`src/rtl/hdmi_audio_pkg.sv`:
```
// Shared helpers for the HDMI audio pacer: accumulator increment, level width
// and per-channel sample width conversion.
// Latency: n/a (pure functions). Backpressure: n/a.
// Contents: audio_inc(), level_w(), widen_sample().
package hdmi_audio_pkg;

  // The accumulator advances by twice the sample rate because clk_audio
  // toggles on every wrap and a full clk_audio period needs two wraps.
  function automatic int unsigned audio_inc(input int unsigned rate);
    return 2 * rate;
  endfunction

  // Width of a 0..depth occupancy counter.
  function automatic int level_w(input int depth);
    return $clog2(depth) + 1;
  endfunction

  // Two's complement width change on one channel. The caller zero-extends the
  // sample into 32 bits and keeps the low out_w bits of the result. Widening
  // left-justifies (zero LSB pad); narrowing keeps the MSBs with no rounding.
  function automatic logic [31:0] widen_sample(input logic [31:0] smp,
                                               input int          in_w,
                                               input int          out_w);
    logic [31:0] res;
    res = smp;
    if (out_w > in_w) begin
      res = smp << (out_w - in_w);
    end else if (out_w < in_w) begin
      res = smp >> (in_w - out_w);
    end
    return res;
  endfunction

endpackage

```
`src/rtl/audio_frame_fifo.sv`:
```
// Synchronous frame FIFO with registered occupancy and first-word fall-through head.
// Latency: a pushed word is visible on head_dat the cycle after the push edge.
// Backpressure: push ignored when full, pop ignored when empty; caller gates with full/empty.
// Ports: clk_pixel, reset (sync, high), push/push_dat, pop, head_dat, full, empty, level.
module audio_frame_fifo #(
  parameter int WIDTH = 32,
  parameter int DEPTH = 4
) (
  input  logic                       clk_pixel,
  input  logic                       reset,
  input  logic                       push,
  input  logic [WIDTH-1:0]           push_dat,
  input  logic                       pop,
  output logic [WIDTH-1:0]           head_dat,
  output logic                       full,
  output logic                       empty,
  output logic [$clog2(DEPTH):0]     level
);

  localparam int PTR_W = $clog2(DEPTH);

  if ((DEPTH < 2) || ((DEPTH & (DEPTH - 1)) != 0)) begin : g_bad_depth
    $error("audio_frame_fifo: DEPTH must be a power of two and at least 2");
  end

  logic [WIDTH-1:0] mem [DEPTH];
  logic [PTR_W-1:0] wr_ptr;
  logic [PTR_W-1:0] rd_ptr;
  logic             do_push;
  logic             do_pop;

  assign full     = (level == (PTR_W + 1)'(DEPTH));
  assign empty    = (level == '0);
  assign do_push  = push && !full;
  assign do_pop   = pop && !empty;
  assign head_dat = mem[rd_ptr];

  // Pointers are exactly PTR_W bits wide, so natural overflow wraps them
  // modulo DEPTH.
  always_ff @(posedge clk_pixel) begin
    if (reset) begin
      wr_ptr <= '0;
      rd_ptr <= '0;
      level  <= '0;
    end else begin
      if (do_push) wr_ptr <= wr_ptr + 1'b1;
      if (do_pop)  rd_ptr <= rd_ptr + 1'b1;
      case ({do_push, do_pop})
        2'b10:   level <= level + 1'b1;
        2'b01:   level <= level - 1'b1;
        default: level <= level;
      endcase
    end
  end

  // Storage needs no reset: reset clears the pointers, which discards contents.
  always_ff @(posedge clk_pixel) begin
    if (do_push) mem[wr_ptr] <= push_dat;
  end

endmodule

```
`src/rtl/hdmi_audio_pacer.sv`:
```
// Fractional-accumulator audio clock plus frame FIFO feeding the HDMI encoder.
// Latency: a frame pushed at edge n can appear on audio_out at the first tick at edge >= n+1.
// Backpressure: in_ready drops when the FIFO is full; a frame offered then is dropped and flagged.
// Ports: clk_pixel, reset (sync, high); in_valid/in_data/in_ready input frames; mute, clr_flags;
//        clk_audio, sample_tick, audio_out to the encoder; fifo_level, underrun, overflow status.
module hdmi_audio_pacer
  import hdmi_audio_pkg::*;
#(
  parameter int unsigned PIXEL_CLOCK   = 40000000,
  parameter int unsigned AUDIO_RATE    = 48000,
  parameter int          CHANNELS      = 2,
  parameter int          IN_WIDTH      = 16,
  parameter int          OUT_WIDTH     = 16,
  parameter int          FIFO_DEPTH    = 4,
  parameter int          ACC_WIDTH     = 32,
  parameter bit          UNDERRUN_ZERO = 1'b0
) (
  input  logic                              clk_pixel,
  input  logic                              reset,
  input  logic                              in_valid,
  input  logic [CHANNELS*IN_WIDTH-1:0]      in_data,
  output logic                              in_ready,
  input  logic                              mute,
  input  logic                              clr_flags,
  output logic                              clk_audio,
  output logic                              sample_tick,
  output logic [CHANNELS*OUT_WIDTH-1:0]     audio_out,
  output logic [$clog2(FIFO_DEPTH):0]       fifo_level,
  output logic                              underrun,
  output logic                              overflow
);

  localparam int unsigned     INC     = audio_inc(AUDIO_RATE);
  localparam int              LEVEL_W = level_w(FIFO_DEPTH);
  localparam int              IN_FW   = CHANNELS * IN_WIDTH;
  localparam int              OUT_FW  = CHANNELS * OUT_WIDTH;
  localparam longint unsigned ACC_SPAN =
    (ACC_WIDTH >= 63) ? 64'h7FFF_FFFF_FFFF_FFFF : (64'd1 << ACC_WIDTH);

  if (INC >= PIXEL_CLOCK) begin : g_bad_rate
    $error("hdmi_audio_pacer: 2*AUDIO_RATE must be below PIXEL_CLOCK");
  end
  if (ACC_SPAN <= (64'(PIXEL_CLOCK) + 64'(INC))) begin : g_bad_acc
    $error("hdmi_audio_pacer: ACC_WIDTH too small for PIXEL_CLOCK + 2*AUDIO_RATE");
  end
  if ((CHANNELS < 1) || (CHANNELS > 8)) begin : g_bad_ch
    $error("hdmi_audio_pacer: CHANNELS must be 1..8");
  end
  if ((OUT_WIDTH < 16) || (OUT_WIDTH > 24) || (IN_WIDTH < 1) || (IN_WIDTH > 32)) begin : g_bad_w
    $error("hdmi_audio_pacer: OUT_WIDTH must be 16..24 and IN_WIDTH 1..32");
  end

  // One extra bit so acc + INC never overflows before the compare.
  localparam logic [ACC_WIDTH:0] INC_V = (ACC_WIDTH + 1)'(INC);
  localparam logic [ACC_WIDTH:0] PC_V  = (ACC_WIDTH + 1)'(PIXEL_CLOCK);

  logic [ACC_WIDTH-1:0] acc;
  logic [ACC_WIDTH:0]   acc_sum;
  logic [ACC_WIDTH:0]   acc_nxt;
  logic                 wrap;
  logic                 tick;

  logic                 fifo_full;
  logic                 fifo_empty;
  logic                 do_push;
  logic                 do_pop;
  logic [IN_FW-1:0]     head_dat;
  logic [OUT_FW-1:0]    head_wide;
  logic [OUT_FW-1:0]    last_frame;
  logic [OUT_FW-1:0]    sel_frame;
  logic [LEVEL_W-1:0]   level;

  // Phase accumulator: wraps at PIXEL_CLOCK, so over PIXEL_CLOCK cycles it
  // wraps exactly 2*AUDIO_RATE times.
  assign acc_sum = {1'b0, acc} + INC_V;
  assign wrap    = (acc_sum >= PC_V);
  assign acc_nxt = wrap ? (acc_sum - PC_V) : acc_sum;

  // A tick is a wrap that takes clk_audio from 0 to 1.
  assign tick    = wrap && !clk_audio;

  assign in_ready   = !fifo_full;
  assign do_push    = in_valid && in_ready;
  assign do_pop     = tick && !fifo_empty;
  assign fifo_level = level;

  audio_frame_fifo #(
    .WIDTH (IN_FW),
    .DEPTH (FIFO_DEPTH)
  ) u_fifo (
    .clk_pixel (clk_pixel),
    .reset     (reset),
    .push      (do_push),
    .push_dat  (in_data),
    .pop       (do_pop),
    .head_dat  (head_dat),
    .full      (fifo_full),
    .empty     (fifo_empty),
    .level     (level)
  );

  for (genvar c = 0; c < CHANNELS; c++) begin : g_conv
    logic [31:0] raw;
    assign raw = 32'(head_dat[c*IN_WIDTH +: IN_WIDTH]);
    assign head_wide[c*OUT_WIDTH +: OUT_WIDTH] =
      OUT_WIDTH'(widen_sample(raw, IN_WIDTH, OUT_WIDTH));
  end

  // Mute only blanks the output; the pop still happens so the FIFO drains.
  always_comb begin
    sel_frame = last_frame;
    if (mute) begin
      sel_frame = '0;
    end else if (!fifo_empty) begin
      sel_frame = head_wide;
    end else if (UNDERRUN_ZERO) begin
      sel_frame = '0;
    end
  end

  always_ff @(posedge clk_pixel) begin
    if (reset) begin
      acc         <= '0;
      clk_audio   <= 1'b0;
      sample_tick <= 1'b0;
      audio_out   <= '0;
      last_frame  <= '0;
      underrun    <= 1'b0;
      overflow    <= 1'b0;
    end else begin
      acc         <= acc_nxt[ACC_WIDTH-1:0];
      sample_tick <= tick;
      if (wrap) clk_audio <= !clk_audio;
      if (tick) begin
        audio_out <= sel_frame;
        if (!fifo_empty) last_frame <= head_wide;
      end
      // Set has priority over clear so no event is lost.
      if (tick && fifo_empty)    underrun <= 1'b1;
      else if (clr_flags)        underrun <= 1'b0;
      if (in_valid && !in_ready) overflow <= 1'b1;
      else if (clr_flags)        overflow <= 1'b0;
    end
  end

endmodule

```
`config.mk`:
```
export PLATFORM = sky130hd
export DESIGN_NAME = hdmi_audio_pacer
export DESIGN_NICKNAME = d
export VERILOG_FILES = /design/src/rtl/hdmi_audio_pkg.sv /design/src/rtl/audio_frame_fifo.sv /design/src/rtl/hdmi_audio_pacer.sv
export SDC_FILE = /design/constraint.sdc
export NUM_CORES = 1
export LEC_CHECK = 0
export CORE_ASPECT_RATIO = 0.75
export CORE_MARGIN = 2
export CORE_UTILIZATION = 30
export DETAILED_ROUTE_END_ITERATION = 12
export PLACE_DENSITY_LB_ADDON = 0.3
export RECOVER_POWER = 100
export SLEW_MARGIN = 20
export SYNTH_ARGS = -nofsm -noshare
export SYNTH_HDL_FRONTEND = slang
export SYNTH_SLANG_ARGS = --single-unit
```
`constraint.sdc`:
```
create_clock -name clk_pixel -period 4.6 [get_ports clk_pixel]
set_input_delay 1.38 -clock clk_pixel [delete_from_list [all_inputs] [get_ports clk_pixel]]
set_output_delay 1.38 -clock clk_pixel [all_outputs]
set_load 0.02 [all_outputs]
```
### M1 wires

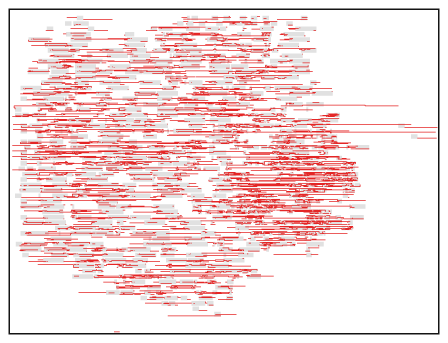
The wires run mostly horizontal. The layer carries 12200 µm of wire. The layer holds 50% of the routed length.

==> out/results.ini <==
[run_status]
status=finished, violations left
violations=max-capacitance violations, max-slew violations

[cells_and_area]
signal_buffer_area_fraction_pct=7.19
largest_reg_flops=128
clkCellAreaFrac_pct=6.76
final_area_um2=12100
fin_util_pct=36.3
fill_cells=3282
lay_top_count=edfxtp_1
final_layout_size_suffix_gt1_share_pct=13.0
area_growth_syn_to_layout_pct=19.7
n_all_inverters=10
flops=229
num_antenna_cells=4
nClkBuffers=37
seqAreaFraction_pct=48.4
logic_gates=535
final-comb-area_um2=3960

[clock_tree]
cts_hold_buf=0
clk_pin_slew_worst_paths_ns=0.07
cts_setup_buffers=0
ctsResizeCount=0
cts_made_buffers=25
clock_sink_count=229
cts-root-buf=clkbuf_16
clockBufferDepth=3

[yosys]
largest_area_cell=edfxtp_1
syn_nets=875
xor_area_share_pct=3.79
yosys_warnings=0
yosysUniqueCellTypes=69
netlist.area_leader.share_pct=37.9
synthCells=829
postSynthSeqShare_pct=57.9
syn-cell-area_um2=10100
ys_ff=229
synth-adder-area-share_pct=1.19
ff_type=edfxtp_1
edf_count=128
ys_sh_aoi_pct=13.2

[drt]
top_layer_used=met4
vias=6705
wl_mm=24.6
wl_per_cell_um=18.0
ant_nets=0
drt_iter0_drc=424
drc=0

[run]
cap_violations=2
warning_count=30

[global_route]
overflow=0
grt_start_max_net_pins=63
grt.total_usage_pct=13.8
grt_pass1_vias=6686
use_met3_pct=2.79

[placement]
dp_slack_ns=0.425
dp.cells=1318
place_congestion=0.854
io_buffers=76

[pwr]
power_frac_comb_pct=42.3
internal_power_w=0.00531
power_w=0.00866
leakagePower_nw=4.17
pwr-share-seq_pct=34.4
pwr-share-clk_pct=23.3

[setup_path]
crit_buf_inv=2
rr_startpoint=acc[8]$_SDFF_PP0_
r2r_end=u_fifo.level[2]$_SDFFE_PP0P_
end_kind=register
critical_path.slowest_cell=a211oi_1
critical_path_required_ns=5.05
worst_ep_arrival_time_ns=4.70
crit_path_end=u_fifo.level[2]$_SDFFE_PP0P_
crit_cells=17
r2r_cells=17
crit_fanout=14
cp-start-kind=register

[final_timing]
fin_crit_sh_pct=92.4
fin_skew_ns=0.0130
hold_slack_ns=0.468
maxSlewViolCount=66
hold_viol=0
fin_crit_ns=4.25
fmax_mhz=235

[die]
die_x_um=216
die_y_um=163
fp_util_pct=30.4
dieArea_um2=35300

[min_path]
min_to=audio_out[19]$_SDFFE_PP0N_
hold_depth=2
min_path_type=reg2reg
hp-start=audio_out[19]$_SDFFE_PP0N_

### The metal 2 layer

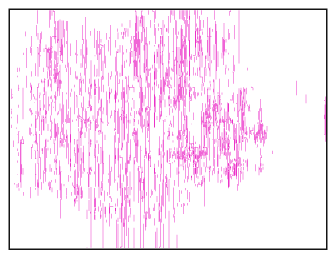
The layer carries 10700 µm of wire. The longest straight run is 70.0 µm. The layer holds 44% of the routed length. 800 nets have wire on it.

Power figures rest on the tool's default switching activity, not on a simulated workload.
